[src/rtl/msg_cipher_pkg.sv]
// msg_cipher_pkg: shared types and round/key-schedule helpers for the Feistel
// encryptor (msg_encryptor) and its decryptor counterpart.
package msg_cipher_pkg;

    localparam int ROUND_W = 32;
    localparam int KEY_W   = 64;

    typedef logic [2*ROUND_W-1:0] block_t;
    typedef logic [ROUND_W-1:0]   half_t;
    typedef logic [KEY_W-1:0]     key_t;

    typedef enum logic [1:0] {
        IDLE = 2'd0,
        RUN  = 2'd1,
        DONE = 2'd2
    } state_e;

    // F(R,k) = rotl(R ^ k, 3) + k, modulo 2^32
    function automatic half_t round_f(input half_t r, input half_t k);
        half_t x_s;
        x_s = r ^ k;
        return {x_s[ROUND_W-4:0], x_s[ROUND_W-1:ROUND_W-3]} + k;
    endfunction

    // Low half of the key rotated left by 4*i; the rotation wraps modulo 64
    function automatic half_t subkey(input key_t k, input logic [4:0] i);
        logic [5:0] amt_s;
        amt_s = 6'({i, 2'b00});
        return half_t'({k, k} >> (7'd64 - {1'b0, amt_s}));
    endfunction

endpackage

[src/rtl/msg_feistel_round.sv]
// msg_feistel_round: one combinational Feistel round (L,R,k -> L',R').
// Shared between the encryptor and the decryptor, which differ only in subkey order.
module msg_feistel_round
    import msg_cipher_pkg::*;
(
    input  logic [ROUND_W-1:0] l,
    input  logic [ROUND_W-1:0] r,
    input  logic [ROUND_W-1:0] k,
    output logic [ROUND_W-1:0] l_next,
    output logic [ROUND_W-1:0] r_next
);

    // Swap halves and fold F(right, subkey) into the old left half
    always_comb begin
        l_next = r;
        r_next = l ^ round_f(r, k);
    end

endmodule

[src/rtl/msg_encryptor.sv]
// msg_encryptor: iterative 64-bit Feistel encryptor, one round per clock, valid/ready on both sides.
// Optional macro MSG_ENCRYPTOR_CBC_EN: chain each plaintext with the previous ciphertext (CBC); default ECB.
module msg_encryptor
    import msg_cipher_pkg::*;
#(
    parameter int ROUNDS = 16
) (
    input  logic               clk,
    input  logic               reset,
    input  logic               in_valid,
    output logic               in_ready,
    input  logic [2*ROUND_W-1:0] message,
    input  logic [KEY_W-1:0]   key,
    output logic               out_valid,
    input  logic               out_ready,
    output logic [2*ROUND_W-1:0] encrypted_msg,
    output logic               busy
);

    localparam logic [1:0] S_IDLE   = 2'(IDLE);
    localparam logic [1:0] S_RUN    = 2'(RUN);
    localparam logic [1:0] S_DONE   = 2'(DONE);
    localparam logic [4:0] LAST_RND = 5'(ROUNDS - 1);

    logic [1:0] state_r;
    logic [4:0] cnt_r;
    half_t      l_r;
    half_t      r_r;
    key_t       key_r;
    logic       in_ready_r;
    logic       out_valid_r;
    logic       busy_r;
    block_t     enc_r;

    block_t     blk_in_s;
    half_t      k_s;
    half_t      l_nxt_s;
    half_t      r_nxt_s;
    logic       accept_s;
    logic       deliver_s;

`ifdef MSG_ENCRYPTOR_CBC_EN
    block_t     chain_r;

    // Chain register follows every ciphertext handed downstream
    always_ff @(posedge clk or negedge reset) begin
        if (!reset) begin
            chain_r <= 64'h0;
        end else if (deliver_s) begin
            chain_r <= enc_r;
        end
    end

    // Whiten the plaintext with the previous ciphertext
    always_comb begin
        blk_in_s = message ^ chain_r;
    end
`else
    // Blocks are independent: plaintext enters the rounds unchanged
    always_comb begin
        blk_in_s = message;
    end
`endif

    // Handshake decodes and the subkey for the round in flight
    always_comb begin
        accept_s  = (state_r == S_IDLE) && in_valid;
        deliver_s = (state_r == S_DONE) && out_ready;
        k_s       = subkey(key_r, cnt_r);
    end

    msg_feistel_round u_round (
        .l      (l_r),
        .r      (r_r),
        .k      (k_s),
        .l_next (l_nxt_s),
        .r_next (r_nxt_s)
    );

    // Block FSM: latch on accept, iterate ROUNDS rounds, hold result until taken
    always_ff @(posedge clk or negedge reset) begin
        if (!reset) begin
            state_r     <= S_IDLE;
            cnt_r       <= 5'd0;
            l_r         <= 32'h0;
            r_r         <= 32'h0;
            key_r       <= 64'h0;
            in_ready_r  <= 1'b1;
            out_valid_r <= 1'b0;
            busy_r      <= 1'b0;
            enc_r       <= 64'h0;
        end else begin
            case (state_r)
                S_IDLE: begin
                    if (accept_s) begin
                        l_r        <= blk_in_s[63:32];
                        r_r        <= blk_in_s[31:0];
                        key_r      <= key;
                        cnt_r      <= 5'd0;
                        in_ready_r <= 1'b0;
                        busy_r     <= 1'b1;
                        state_r    <= S_RUN;
                    end
                end
                S_RUN: begin
                    l_r <= l_nxt_s;
                    r_r <= r_nxt_s;
                    if (cnt_r == LAST_RND) begin
                        // final halves go out swapped so decryption reuses the same round
                        enc_r       <= {r_nxt_s, l_nxt_s};
                        out_valid_r <= 1'b1;
                        cnt_r       <= 5'd0;
                        state_r     <= S_DONE;
                    end else begin
                        cnt_r <= cnt_r + 5'd1;
                    end
                end
                S_DONE: begin
                    if (deliver_s) begin
                        out_valid_r <= 1'b0;
                        in_ready_r  <= 1'b1;
                        busy_r      <= 1'b0;
                        state_r     <= S_IDLE;
                    end
                end
                default: begin
                    state_r     <= S_IDLE;
                    cnt_r       <= 5'd0;
                    in_ready_r  <= 1'b1;
                    out_valid_r <= 1'b0;
                    busy_r      <= 1'b0;
                end
            endcase
        end
    end

    assign in_ready      = in_ready_r;
    assign out_valid     = out_valid_r;
    assign encrypted_msg = enc_r;
    assign busy          = busy_r;

endmodule

[config.mk]
export PLATFORM = sky130hd
export DESIGN_NAME = msg_encryptor
export DESIGN_NICKNAME = d
export VERILOG_FILES = /design/src/rtl/msg_cipher_pkg.sv /design/src/rtl/msg_feistel_round.sv /design/src/rtl/msg_encryptor.sv
export SDC_FILE = /design/constraint.sdc
export NUM_CORES = 1
export LEC_CHECK = 0
export CAP_MARGIN = 20
export CORE_AREA = 10 10 162 164
export CTS_BUF_LIST = sky130_fd_sc_hd__clkbuf_16
export DETAILED_ROUTE_END_ITERATION = 8
export DIE_AREA = 0 0 172 174
export PLACE_DENSITY_LB_ADDON = 0.08
export SYNTH_ARGS = -nofsm -noshare
export SYNTH_HDL_FRONTEND = slang
export SYNTH_SLANG_ARGS = --single-unit
[constraint.sdc]
create_clock -name clk -period 7.1 [get_ports clk]
set_input_delay 2.13 -clock clk [delete_from_list [all_inputs] [get_ports clk]]
set_output_delay 2.13 -clock clk [all_outputs]
set_load 0.05 [all_outputs]
class_map.png
(1.5 px per µm)
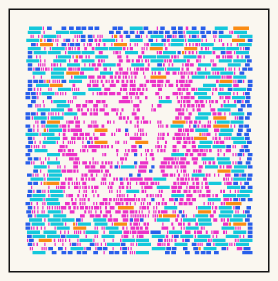
- registers: cyan (cells 202; share of their area 33%)
- remaining buffers and delay cells: blue (cells 219; share of their area 14%)
- remaining logic cells: magenta (cells 1250; share of their area 47%)
- clock drivers and dummy loads: orange (cells 40; share of their area 5.2%)
proportion of cell area occupied by registers: 0.3263
Final Core Density: 0.6704

util_map.png
(2 px per µm) The die is cut into 17 by 17 equal tiles; black is low, pale yellow is high, 0 to 100% covered.
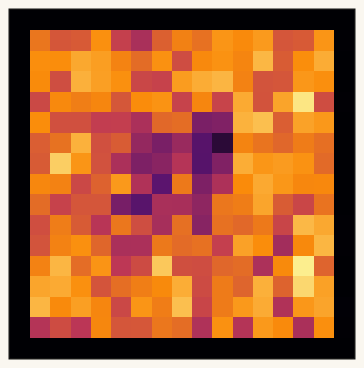
- tiles over 75% full: 24%
- mean over tiles: 51%
- nearly empty tiles: 22%
- densest ninth of the die: right middle
- fullest tile: 96%
fp util: 0.5411
area of the core: 23120 µm²

==> flow.log <==
[flow] collecting metrics
[metrics] insertion delay at the late pin of the worst-skew pair: 520 ps
[metrics] post-synthesis cell count from yosys: 1548
[metrics] Setup crit end kind: register
[metrics] Worst Max-Slew Pin Slew: 1121 ps
[metrics] dominant logic cell types in the final layout: 508 x sky130_fd_sc_hd__nand2_1, 200 x sky130_fd_sc_hd__dfrtp_1, 197 x sky130_fd_sc_hd__clkdlybuf4s50_1
[metrics] cell at the slowest stage of the critical path: sky130_fd_sc_hd__ha_4
[metrics] antenna cell count: 0
[metrics] detailed-routing wirelength on met1: 17.30 mm
[metrics] Final TNS setup: 0 ps
[metrics] number of H-tree branching levels: 1
[metrics] overall fraction of global-route tracks in use: 0.2532
[metrics] WP data required: 7460 ps
[metrics] nature of the critical path startpoint: register
[metrics] Post-Syn Area per Cell: 8.082 µm²
[metrics] Worst Setup Slack, final: 1195 ps
[metrics] met3 wirelength from detailed routing: 2.960 mm
[metrics] post-route ant nets: 0
[metrics] GP Congestion: 1.006
[metrics] pin count of the biggest net entering global routing: 108
[metrics] result of the run: complete, no violations
[metrics] sequential area share after synthesis: 0.4041
[metrics] Max-slew headroom: 0.2510
pinout.png
(2 px per µm) Pins as bars across the die edge, other pins in gray.
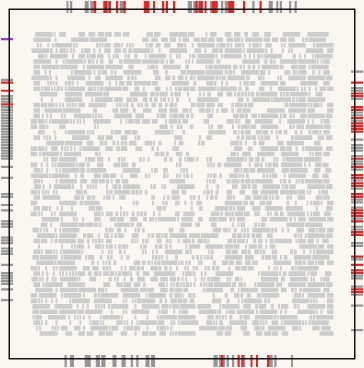
- `clk`: purple (pins 1; direction input; edge left)
- `message`: red (pins 64; direction input; edge 30 right, 25 top, 6 bottom, 3 left)
- all pins by edge: 62 right, 51 left, 49 top, 37 bottom

[flip-flops by register name, indices dropped and copies added (netlist names)]
name	count
busy	1
cnt_r	5
encrypted_msg	64
in_ready	1
key_r	64
l_r	32
out_valid	1
r_r	32
state_r	2
[final cells by class]
cell class | count | share of cell area
well taps | 290 | 0.02341
clock inverters | 17 | 0.01364
clock buffers | 23 | 0.03713
repair buffers | 219 | 0.1399
flip-flops and latches | 202 | 0.3263
multi-input cells | 1238 | 0.4568
inverters | 12 | 0.002906
[per-layer routing]
metal  vias up  track usage
met4         0      0.06899
met1      5295       0.3452
met2       380       0.3955
met3        57      0.05664
met5         -            0
li1       5503            -
